[src/rtl/sr_latch_driver.sv]
// sr_latch_driver: turns set/reset/toggle requests into guarded S/R pulses
// for a downstream SR NOR latch. Optional readback check: SR_DRIVER_READBACK_EN.
module sr_latch_driver #(
    parameter int unsigned PULSE_W = 2,
    parameter int unsigned GAP_W   = 1
) (
    input  logic       clk,
    input  logic       rst,
    input  logic       req_valid,
    input  logic [1:0] req_op,
    output logic       req_ready,
    output logic       s_out,
    output logic       r_out,
    output logic       q_exp,
    input  logic       q_in,
    output logic       mismatch
);

    typedef enum logic [1:0] {
        IDLE,
        PULSE,
        GAP
    } state_t;

    localparam logic [3:0] PULSE_LD = 4'(PULSE_W - 1);
    localparam logic [3:0] GAP_LD   = 4'(GAP_W - 1);

    state_t     state;
    logic [3:0] cnt;
    logic       target;
    logic       accept;
    logic       is_cmd;
    logic       gap_done;

    assign accept   = req_valid & req_ready;
    assign is_cmd   = (req_op != 2'b00);
    assign gap_done = (state == GAP) && (cnt == 4'd0);

    // Target latch level implied by the opcode; toggle inverts the tracked state
    always_comb begin
        target = q_exp;
        unique case (req_op)
            2'b01:   target = 1'b1;
            2'b10:   target = 1'b0;
            2'b11:   target = ~q_exp;
            default: target = q_exp;
        endcase
    end

    // Sequencer: IDLE -> PULSE (one drive high) -> GAP (both low) -> IDLE
    always_ff @(posedge clk) begin
        if (rst) begin
            state     <= IDLE;
            cnt       <= 4'd0;
            req_ready <= 1'b1;
            s_out     <= 1'b0;
            r_out     <= 1'b0;
            q_exp     <= 1'b0;
        end else begin
            unique case (state)
                IDLE: begin
                    if (accept && is_cmd) begin
                        state     <= PULSE;
                        cnt       <= PULSE_LD;
                        req_ready <= 1'b0;
                        q_exp     <= target;
                        s_out     <= target;
                        r_out     <= ~target;
                    end
                end
                PULSE: begin
                    if (cnt == 4'd0) begin
                        state <= GAP;
                        cnt   <= GAP_LD;
                        s_out <= 1'b0;
                        r_out <= 1'b0;
                    end else begin
                        cnt <= cnt - 4'd1;
                    end
                end
                GAP: begin
                    if (cnt == 4'd0) begin
                        state     <= IDLE;
                        req_ready <= 1'b1;
                    end else begin
                        cnt <= cnt - 4'd1;
                    end
                end
                default: begin
                    state     <= IDLE;
                    cnt       <= 4'd0;
                    req_ready <= 1'b1;
                    s_out     <= 1'b0;
                    r_out     <= 1'b0;
                end
            endcase
        end
    end

`ifdef SR_DRIVER_READBACK_EN
    // Sticky flag: latch Q disagreed with the tracked state when a command retired
    always_ff @(posedge clk) begin
        if (rst) begin
            mismatch <= 1'b0;
        end else if (gap_done && (q_in != q_exp)) begin
            mismatch <= 1'b1;
        end
    end
`else
    logic unused_readback;
    assign unused_readback = q_in ^ gap_done;
    assign mismatch        = 1'b0;
`endif

endmodule

[config.mk]
export PLATFORM = sky130hd
export DESIGN_NAME = sr_latch_driver
export DESIGN_NICKNAME = d
export VERILOG_FILES = /design/src/rtl/sr_latch_driver.sv
export SDC_FILE = /design/constraint.sdc
export NUM_CORES = 1
export LEC_CHECK = 0
export CAP_MARGIN = 20
export CORE_AREA = 2 2 39 41
export CTS_CLUSTER_SIZE = 28
export DETAILED_ROUTE_END_ITERATION = 10
export DIE_AREA = 0 0 41 43
export GPL_ROUTABILITY_DRIVEN = 0
export PLACE_DENSITY = 0.71
export SKIP_LAST_GASP = 1
export SLEW_MARGIN = 40
export SYNTH_ARGS = -nofsm -noshare
export SYNTH_HDL_FRONTEND = slang
export SYNTH_SLANG_ARGS = --single-unit
[constraint.sdc]
create_clock -name clk -period 1.7 [get_ports clk]
set_input_delay 0.17 -clock clk [delete_from_list [all_inputs] [get_ports clk]]
set_output_delay 0.17 -clock clk [all_outputs]
set_load 0.005 [all_outputs]
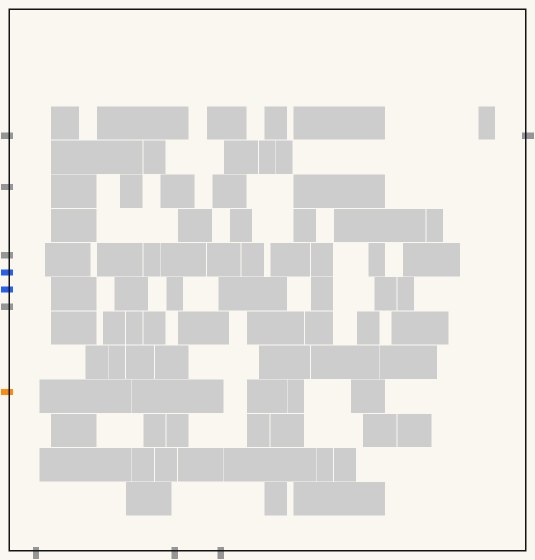
(pin placement)
Pins as bars across the die edge, other pins in gray.
color	port	pins	direction	edge
blue	req_op	2	input	west
orange	rst	1	input	west
all pins by edge	7 west, 3 south, 1 east

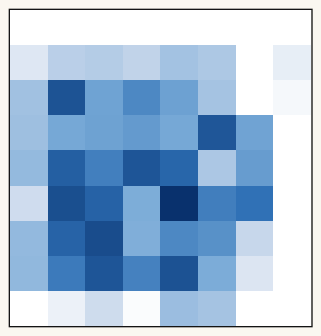
(placement density heat map)
8 x 9 tiles, from white (low) to dark blue (high), 0 to 100% covered.
emptiest ninth of the die	north-east
densest ninth of the die	center
fullest tile	100%
tiles over 75% full	17%
nearly empty tiles	25%

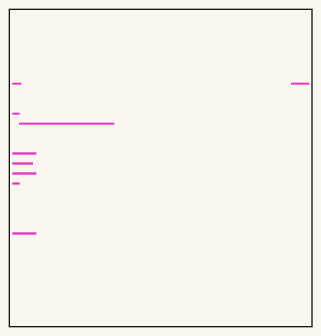
(the metal 3 layer)
share of all routed wire	2.7%
nets with wire on the layer	8
wire length on this layer	28.6 um
main direction	horizontal

==> impl_summary.log <==
[metrics] run summary
INFO  metric regArea = 200.2 sq um
INFO  metric cp.arrival = 1720 ps
INFO  metric sh_seq_area = 28.78%
INFO  metric topCellsByArea = dfxtp_1 (33%), a21oi_1 (7.4%), ha_1 (4.1%), nor3_1 (4.1%), buf_6 (3.7%)
INFO  metric dpl_cell_area = between 600 and 700 sq um
INFO  metric totalNegativeSetupSlack = 0 ps
INFO  metric cts_buffer_depth = 2
INFO  metric layout.core_utilization = approximately half
INFO  metric synth.most_common_cell = dfxtp_1
INFO  metric total_number_of_placement_rows = 14
INFO  metric met2RoutedLength = 458 um
INFO  metric power.largest_group = registers
INFO  metric finalMaxSlewViolations = 0
INFO  metric layout.non_clock_buffers = 8
INFO  metric vias = 504
INFO  metric cp_slowest_cell = nor3b_2
INFO  metric grt_antenna_before_repair = 0
INFO  metric cts_resized = 0
INFO  metric worst_path_dominant_cell_family = simple AND/OR/NAND/NOR gates
INFO  metric largest_cell_class = multi-input combinational cells
INFO  metric r2r-start = cnt[0]$_SDFFE_PP0P_
INFO  metric htree_levels = 1
INFO  metric fillCellCount = 136
INFO  metric ys_async_sr_fraction = 0%
INFO  metric power.share.sequential = 42.4%
INFO  metric worst_hold_path_type = register to register
INFO  metric dpl.cell_count = about 90
INFO  metric layout_setup_ws = between 100 and 150 ps
INFO  metric initial_core_util = roughly 44%
INFO  metric multiInputCombCellCount = between 50 and 60
INFO  metric routed_wire_length_per_instance = 11.33 um
INFO  metric top_cells_by_count = dfxtp_1 (10), a21oi_1 (9), nand2_1 (6), nor3_1 (5), o21ai_1 (4)
INFO  metric final_cells = just over 90
INFO  metric yosysCellCount = 70
INFO  metric power.density = between 1000 and 1500 nW/um^2
INFO  metric io-pin-count = 11
INFO  metric comb_power_share = around 36%
INFO  metric critical_path.n_buffers_inverters = 1
INFO  metric yosysUniqueCellTypes = 34
INFO  metric flop_cell = dfxtp_1
INFO  metric detailedRoute.firstIterationViolations = 5
INFO  metric post_route_cells_drive_above_1_share = 11.69%
INFO  metric antennaDiodeCount = 0
INFO  metric drt_drc_violations_left = 0
INFO  metric finish.net_count = just under 90
INFO  metric grt_start_max_net_pins = 11
INFO  metric syn_nets = 78
INFO  metric nFlopsAndLatches = 10
INFO  metric hpwlAfterDp = 780.8 um
INFO  metric timing.max_cap.violations = 0
INFO  metric numCtsBuffers = 3
INFO  metric cp_cell_sequence = inv_1, ha_1, nor3b_2, nor3_1, o31ai_1, a21oi_1
INFO  metric clock_area_share = 3.237%
INFO  metric vias_in_the_first_global_route = around 410
INFO  metric synth-edff-count = 0
INFO  metric comb_share = 52.52%
INFO  metric stdcell_area = 695.7 sq um
INFO  metric critical_path.max_fanout = 6
INFO  metric worstPathRequired = 1830 ps
INFO  metric logic_family = simple AND/OR/NAND/NOR gates
INFO  metric hold_viol = 0
INFO  metric wl_met3 = about 28 um
INFO  metric aoi_share = 22.68%
INFO  metric synthAdderAreaFrac = 4.124%
INFO  metric layout.buffer.nonclock.area_share = 11.51%
INFO  metric timing_worst_setup_path_type = register to register
INFO  metric status = complete, no violations
INFO  metric synth_area_per_cell = between 8 and 9 sq um
INFO  metric postCtsSetupBuffers = 0
INFO  metric clk_latency = 250 ps
INFO  metric numClockSinks = 10
INFO  metric chip_area_estimate_from_yosys_synthesis = approximately 610 sq um
INFO  metric layout.clock_buffers = 3
INFO  metric gr-total-overflow = 0
INFO  metric input_output_buffers = 8
INFO  metric cpPeakStageDelay = 370 ps
INFO  metric area.combinational = 365.4 sq um
INFO  metric clock_power = 154 uW
INFO  metric grt_pass1_wl = 1773 um
INFO  metric final.setup_skew = about 1.5 ps
INFO  metric die_area = 1763 sq um
INFO  metric unrepaired_setup_endpoints_after_global_routing = no
INFO  metric openroad.warnings = 28
INFO  metric hold_buffers = 0
INFO  metric vdd_ir_drop_max = 468.8 uV
INFO  metric pg_comb = about 260 uW
INFO  metric synth_simple_gate_area_share = 31.34%
INFO  metric non_clock_inverter_count = 2
INFO  metric mappedNetlistArea = 606.8 sq um
INFO  metric cp-end-kind = register
INFO  metric yosys-mux-area-fraction = 0%
INFO  metric start_kind = register
INFO  metric root_buffer_cell = clkbuf_4
INFO  metric finalCriticalPeriod = 1587 ps
INFO  metric die_width = approximately 41 um
INFO  metric routed_wirelength = 1054 um
INFO  metric die_y = 43 um
INFO  metric groute.usage.overall = 14.52%
INFO  metric top_layer_used = met4
INFO  metric net-switching-power = 248.5 uW
INFO  metric dp_worst_setup_slack = around 160 ps
INFO  metric period_used_share = 93.34%
INFO  metric area_growth = 14.64%
INFO  metric clk_transition_reported_paths = 60 ps
INFO  metric max_clock_freq = roughly 0.63 GHz
INFO  metric routedLengthMet1 = 562 um
INFO  metric netlist.area_leader.share = 32.99%
INFO  metric total_leakage_power = 0.0002434 uW
INFO  metric clock_power_share = 21.3%
INFO  metric synth_flops = 10
INFO  metric mostFrequentLayoutCell = dfxtp_1
INFO  metric start_point_of_the_critical_path = cnt[0]$_SDFFE_PP0P_
INFO  metric taps = 16
INFO  metric hold_ws = 480.5 ps
INFO  metric final_cell_mix = dfxtp_1 (10), a21oi_1 (9), clkdlybuf4s50_1 (8), nand2_1 (6), nor3_1 (5)
INFO  metric post_synth_xor_area_fraction = 1.443%
INFO  metric drt_first_pass_iters = 4
INFO  metric drt-vias-per-instance = 5.419
INFO  metric yosysWarningCount = 0
INFO  metric finalSetupViolCount = 0
INFO  metric share_of_total_power_consumed_by_net_switching = about a third
INFO  metric yosysSeqAreaShare = 32.99%
INFO  metric report.power.total = ~720 uW
INFO  metric routed_antenna_nets = 0
INFO  metric synthesis.instances = around 70
INFO  metric holdCritStartpoint = r_out$_SDFFE_PP0P_
INFO  metric tritoncts = built
INFO  metric core_region_area = between 1000 and 1500 sq um
INFO  metric synth_top_cell_by_area = dfxtp_1
INFO  metric sequential_power = 307 uW
INFO  metric internal_power = ~480 uW
metal layers:
layer	GRT usage (%)	up-vias
li1	-	265
met1	21.82	229
met2	18.44	8
met3	4.712	2
met4	6.000	0
met5	0	-
flip-flops by register name (all words and copies together) (netlist names):
signal	cells
cnt	4
state	2
q_exp	1
r_out	1
req_ready	1
s_out	1
final timing paths:
path / to / slack [ps] / cells after the start
hold reg to reg: r_out$_SDFFE_PP0P_ / 480 / 2
setup / recovery: cnt[0]$_SDFFE_PP0P_ / 110 / 6
setup reg to reg: cnt[0]$_SDFFE_PP0P_ / 110 / 6
hold / removal: r_out$_SDFFE_PP0P_ / 480 / 2
Power is estimated from default activity; no workload was simulated.
